`config.mk`:
```
export PLATFORM = sky130hd
export DESIGN_NAME = expr_gen_flat
export DESIGN_NICKNAME = d
export VERILOG_FILES = /design/src/rtl/expr_pkg.sv /design/src/rtl/expr_gen_if.sv /design/src/rtl/expr_gen.sv /design/src/flat_wrapper.sv
export SDC_FILE = /design/constraint.sdc
export NUM_CORES = 1
export LEC_CHECK = 0
export CORE_ASPECT_RATIO = 1.75
export CORE_MARGIN = 4
export CORE_UTILIZATION = 30
export CTS_BUF_LIST = sky130_fd_sc_hd__clkbuf_16
export DETAILED_ROUTE_END_ITERATION = 10
export PLACE_DENSITY = 0.48
export SYNTH_ARGS = -nofsm -noshare
export SYNTH_HDL_FRONTEND = slang
export SYNTH_SLANG_ARGS = --single-unit
```
`constraint.sdc`:
```
create_clock -name clk -period 4.2 [get_ports clk]
set_input_delay 1.26 -clock clk [delete_from_list [all_inputs] [get_ports clk]]
set_output_delay 1.26 -clock clk [all_outputs]
set_load 0.02 [all_outputs]
```
`src/rtl/expr_pkg.sv`:
```
// Shared constants for the expression generator/checker pair: ASCII codes and FSM state encoding.
package expr_pkg;

  localparam logic [7:0] CH_0    = 8'h30;
  localparam logic [7:0] CH_PLUS = 8'h2B;
  localparam logic [7:0] CH_MUL  = 8'h2A;

  typedef enum logic [1:0] {
    IDLE = 2'd0,
    DIG  = 2'd1,
    OP   = 2'd2
  } state_t;

endpackage

```
`src/rtl/expr_gen_if.sv`:
```
// Character stream from the generator to an expression sink (e.g. the checker FSM).
interface expr_gen_if;
  logic [7:0] out;
  logic       out_valid;
  logic       out_ready;
  logic       sof;
  logic       eof;

  modport master (output out, output out_valid, output sof, output eof, input out_ready);
  modport slave  (input out, input out_valid, input sof, input eof, output out_ready);
endinterface

```
`src/rtl/expr_gen.sv`:
```
// Streams "digit (op digit)*" one ASCII character per accepted beat from operands latched at start.
module expr_gen
  import expr_pkg::*;
#(
  parameter int unsigned MAX_TERMS = 8,
  parameter int unsigned LEN_W     = 4
) (
  input  logic                   clk,
  input  logic                   clr,
  input  logic                   start,
  input  logic [LEN_W-1:0]       len,
  input  logic [4*MAX_TERMS-1:0] digits,
  input  logic [MAX_TERMS-2:0]   ops,
  expr_gen_if.master             tx,
  output logic                   busy,
  output logic                   done,
  output logic                   err
);

  localparam int unsigned IDX_W = (MAX_TERMS > 2) ? $clog2(MAX_TERMS) : 1;
  localparam logic [LEN_W-1:0] MAX_LEN = LEN_W'(MAX_TERMS);

  state_t                 state_q, state_n;
  logic [IDX_W-1:0]       idx_q, idx_n;
  logic [LEN_W-1:0]       len_q, len_n;
  logic [4*MAX_TERMS-1:0] dig_q, dig_n;
  logic [MAX_TERMS-2:0]   ops_q, ops_n;

  logic       beat, req_ok, bad_digit, done_n, err_n;
  logic [3:0] operand;
  logic       opsel;
  logic [7:0] out_n;
  logic       sof_n, eof_n;

  // Outputs are computed from the *next* state so they can be registered
  // without adding a cycle of latency or a path from out_ready.
  always_comb begin
    state_n   = state_q;
    idx_n     = idx_q;
    len_n     = len_q;
    dig_n     = dig_q;
    ops_n     = ops_q;
    done_n    = 1'b0;
    err_n     = 1'b0;
    beat      = tx.out_valid & tx.out_ready;
    bad_digit = 1'b0;

    for (int unsigned k = 0; k < MAX_TERMS; k++) begin
      if ((LEN_W'(k) < len) && (digits[4*k +: 4] > 4'd9)) bad_digit = 1'b1;
    end
    req_ok = (len != '0) && (len <= MAX_LEN) && !bad_digit;

    case (state_q)
      IDLE: begin
        if (start) begin
          if (req_ok) begin
            state_n = DIG;
            idx_n   = '0;
            len_n   = len;
            dig_n   = digits;
            ops_n   = ops;
          end else begin
            err_n = 1'b1;
          end
        end
      end
      DIG: begin
        if (beat) begin
          if (tx.eof) begin
            state_n = IDLE;
            done_n  = 1'b1;
          end else begin
            state_n = OP;
          end
        end
      end
      OP: begin
        if (beat) begin
          idx_n   = idx_q + 1'b1;
          state_n = DIG;
        end
      end
      default: state_n = IDLE;
    endcase

    operand = '0;
    for (int unsigned k = 0; k < MAX_TERMS; k++) begin
      if (idx_n == IDX_W'(k)) operand = dig_n[4*k +: 4];
    end
    opsel = 1'b0;
    for (int unsigned k = 0; k < MAX_TERMS - 1; k++) begin
      if (idx_n == IDX_W'(k)) opsel = ops_n[k];
    end

    out_n = '0;
    sof_n = 1'b0;
    eof_n = 1'b0;
    case (state_n)
      DIG: begin
        out_n = CH_0 + {4'h0, operand};
        sof_n = (idx_n == '0);
        eof_n = (LEN_W'(idx_n) == len_n - 1'b1);
      end
      OP:      out_n = opsel ? CH_MUL : CH_PLUS;
      default: out_n = '0;
    endcase
  end

  always_ff @(posedge clk or posedge clr) begin
    if (clr) begin
      state_q      <= IDLE;
      idx_q        <= '0;
      len_q        <= '0;
      dig_q        <= '0;
      ops_q        <= '0;
      tx.out       <= '0;
      tx.out_valid <= 1'b0;
      tx.sof       <= 1'b0;
      tx.eof       <= 1'b0;
      busy         <= 1'b0;
      done         <= 1'b0;
      err          <= 1'b0;
    end else begin
      state_q      <= state_n;
      idx_q        <= idx_n;
      len_q        <= len_n;
      dig_q        <= dig_n;
      ops_q        <= ops_n;
      tx.out       <= out_n;
      tx.out_valid <= (state_n != IDLE);
      tx.sof       <= sof_n;
      tx.eof       <= eof_n;
      busy         <= (state_n != IDLE);
      done         <= done_n;
      err          <= err_n;
    end
  end

endmodule

```
`src/flat_wrapper.sv`:
```
// flat-port wrapper written by rule: the top's interface ports become plain ports
module expr_gen_flat import expr_pkg::*;
#(
  parameter int unsigned MAX_TERMS = 8,
  parameter int unsigned LEN_W     = 4
)
  (clk, clr, start, len, digits, ops, busy, done, err, tx_out, tx_out_valid, tx_sof, tx_eof, tx_out_ready);
  expr_gen_if tx_i ();
  input  logic clk;
  input  logic clr;
  input  logic start;
  input  logic [LEN_W-1:0] len;
  input  logic [4*MAX_TERMS-1:0] digits;
  input  logic [MAX_TERMS-2:0] ops;
  output logic busy;
  output logic done;
  output logic err;
  output wire logic [$bits(tx_i.out)-1:0] tx_out;
  output wire logic [$bits(tx_i.out_valid)-1:0] tx_out_valid;
  output wire logic [$bits(tx_i.sof)-1:0] tx_sof;
  output wire logic [$bits(tx_i.eof)-1:0] tx_eof;
  input wire logic [$bits(tx_i.out_ready)-1:0] tx_out_ready;
  assign tx_out = tx_i.out;
  assign tx_out_valid = tx_i.out_valid;
  assign tx_sof = tx_i.sof;
  assign tx_eof = tx_i.eof;
  assign tx_i.out_ready = tx_out_ready;
  expr_gen #(.MAX_TERMS(MAX_TERMS), .LEN_W(LEN_W)) u_core (.clk(clk), .clr(clr), .start(start), .len(len), .digits(digits), .ops(ops), .tx(tx_i), .busy(busy), .done(done), .err(err));
endmodule
```
### Signal wires by layer

Two of the layers only.
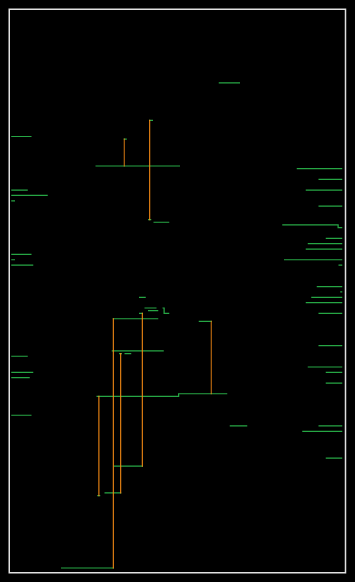
- met3: green (wire length 334 um)
- met4: orange (wire length 213 um)
vias after detailed routing: 2,809
average wire per cell in the routed design: 16.6 um

### Gate-type map

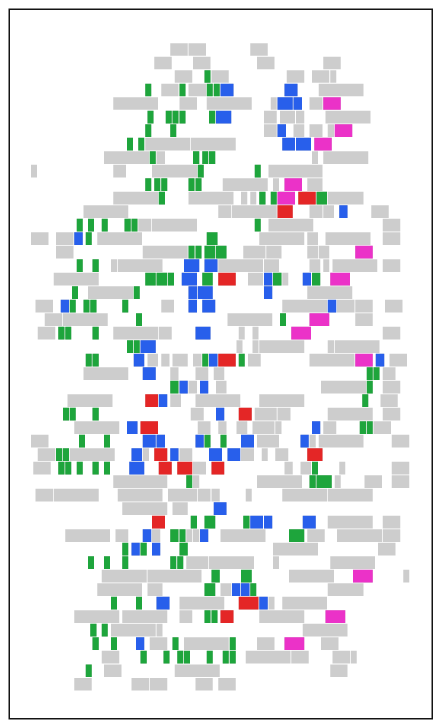
- multiplexers: magenta (cells 13)
- NAND gates: green (cells 127)
- AND-OR and OR-AND gates: red (cells 15)
- inverting AOI/OAI gates: blue (cells 57)

==> reports/results.ini <==
[power]
swShare_pct=34.1
combPwrFrac_pct=35.9
top_power_group=combinational cells
combinationalPower_w=0.00100
total_switching_power_w=0.000951
internal-power_w=0.00184

[clock_tree]
cts_max_path_buffers=2
cts_root_buffer=clkbuf_16
post_cts_hold_buffer_count=0
cts-htree-levels=3

[setup_path]
worst_ep_arrival_time_ns=4.26
criticalPathCategory=input port to flop
timing.critical_path.slowest_cell_delay_ns=0.50
critPathRequiredTime_ns=4.46
cp_max_fo=6

[drt]
wl_met3_um=333
drt-total-wl_um=9320
drt-pass1-iter-count=6
detailroute.wirelength.met2_um=5010

[final_timing]
setup_total_negative_slack_ns=0
worst-slew-pin-transition_ns=0.618
clock.fmax_ghz=0.250
finalHoldWorstSlack_ns=0.472

[yosys]
postSynthSeqShare_pct=47.5
tally_of_unique_sky130hd_cells_used_after_synthesis=54
area_leaders=dfrtp_1, nand2_1, o21ai_0, mux2i_1, mux2_2
synthesis.instances=352
fraction_of_the_mapped_netlist_area_in_simple_logic_gates_pct=23.4
yosys.cell_count.top_type=nand2_1

[final_layout]
seqCellArea_um2=1480
layout_top_cells_excl_fill_tap=nand2_1, dfrtp_1, clkdlybuf4s50_1, buf_4, o21ai_0
non_clock_inverter_count=15
num-fill-cells=1021
drive_gt1_share_pct=11.5
final_cell_area_um2=4300

[global_route]
grt_start_max_net_pins=33
met3_usage_pct=2.95
grt_pass1_wl_um=15200

[die]
ios=61
die.size.y_um=143
core_ar_um2=9970

[outcome]
outcome=complete, no violations

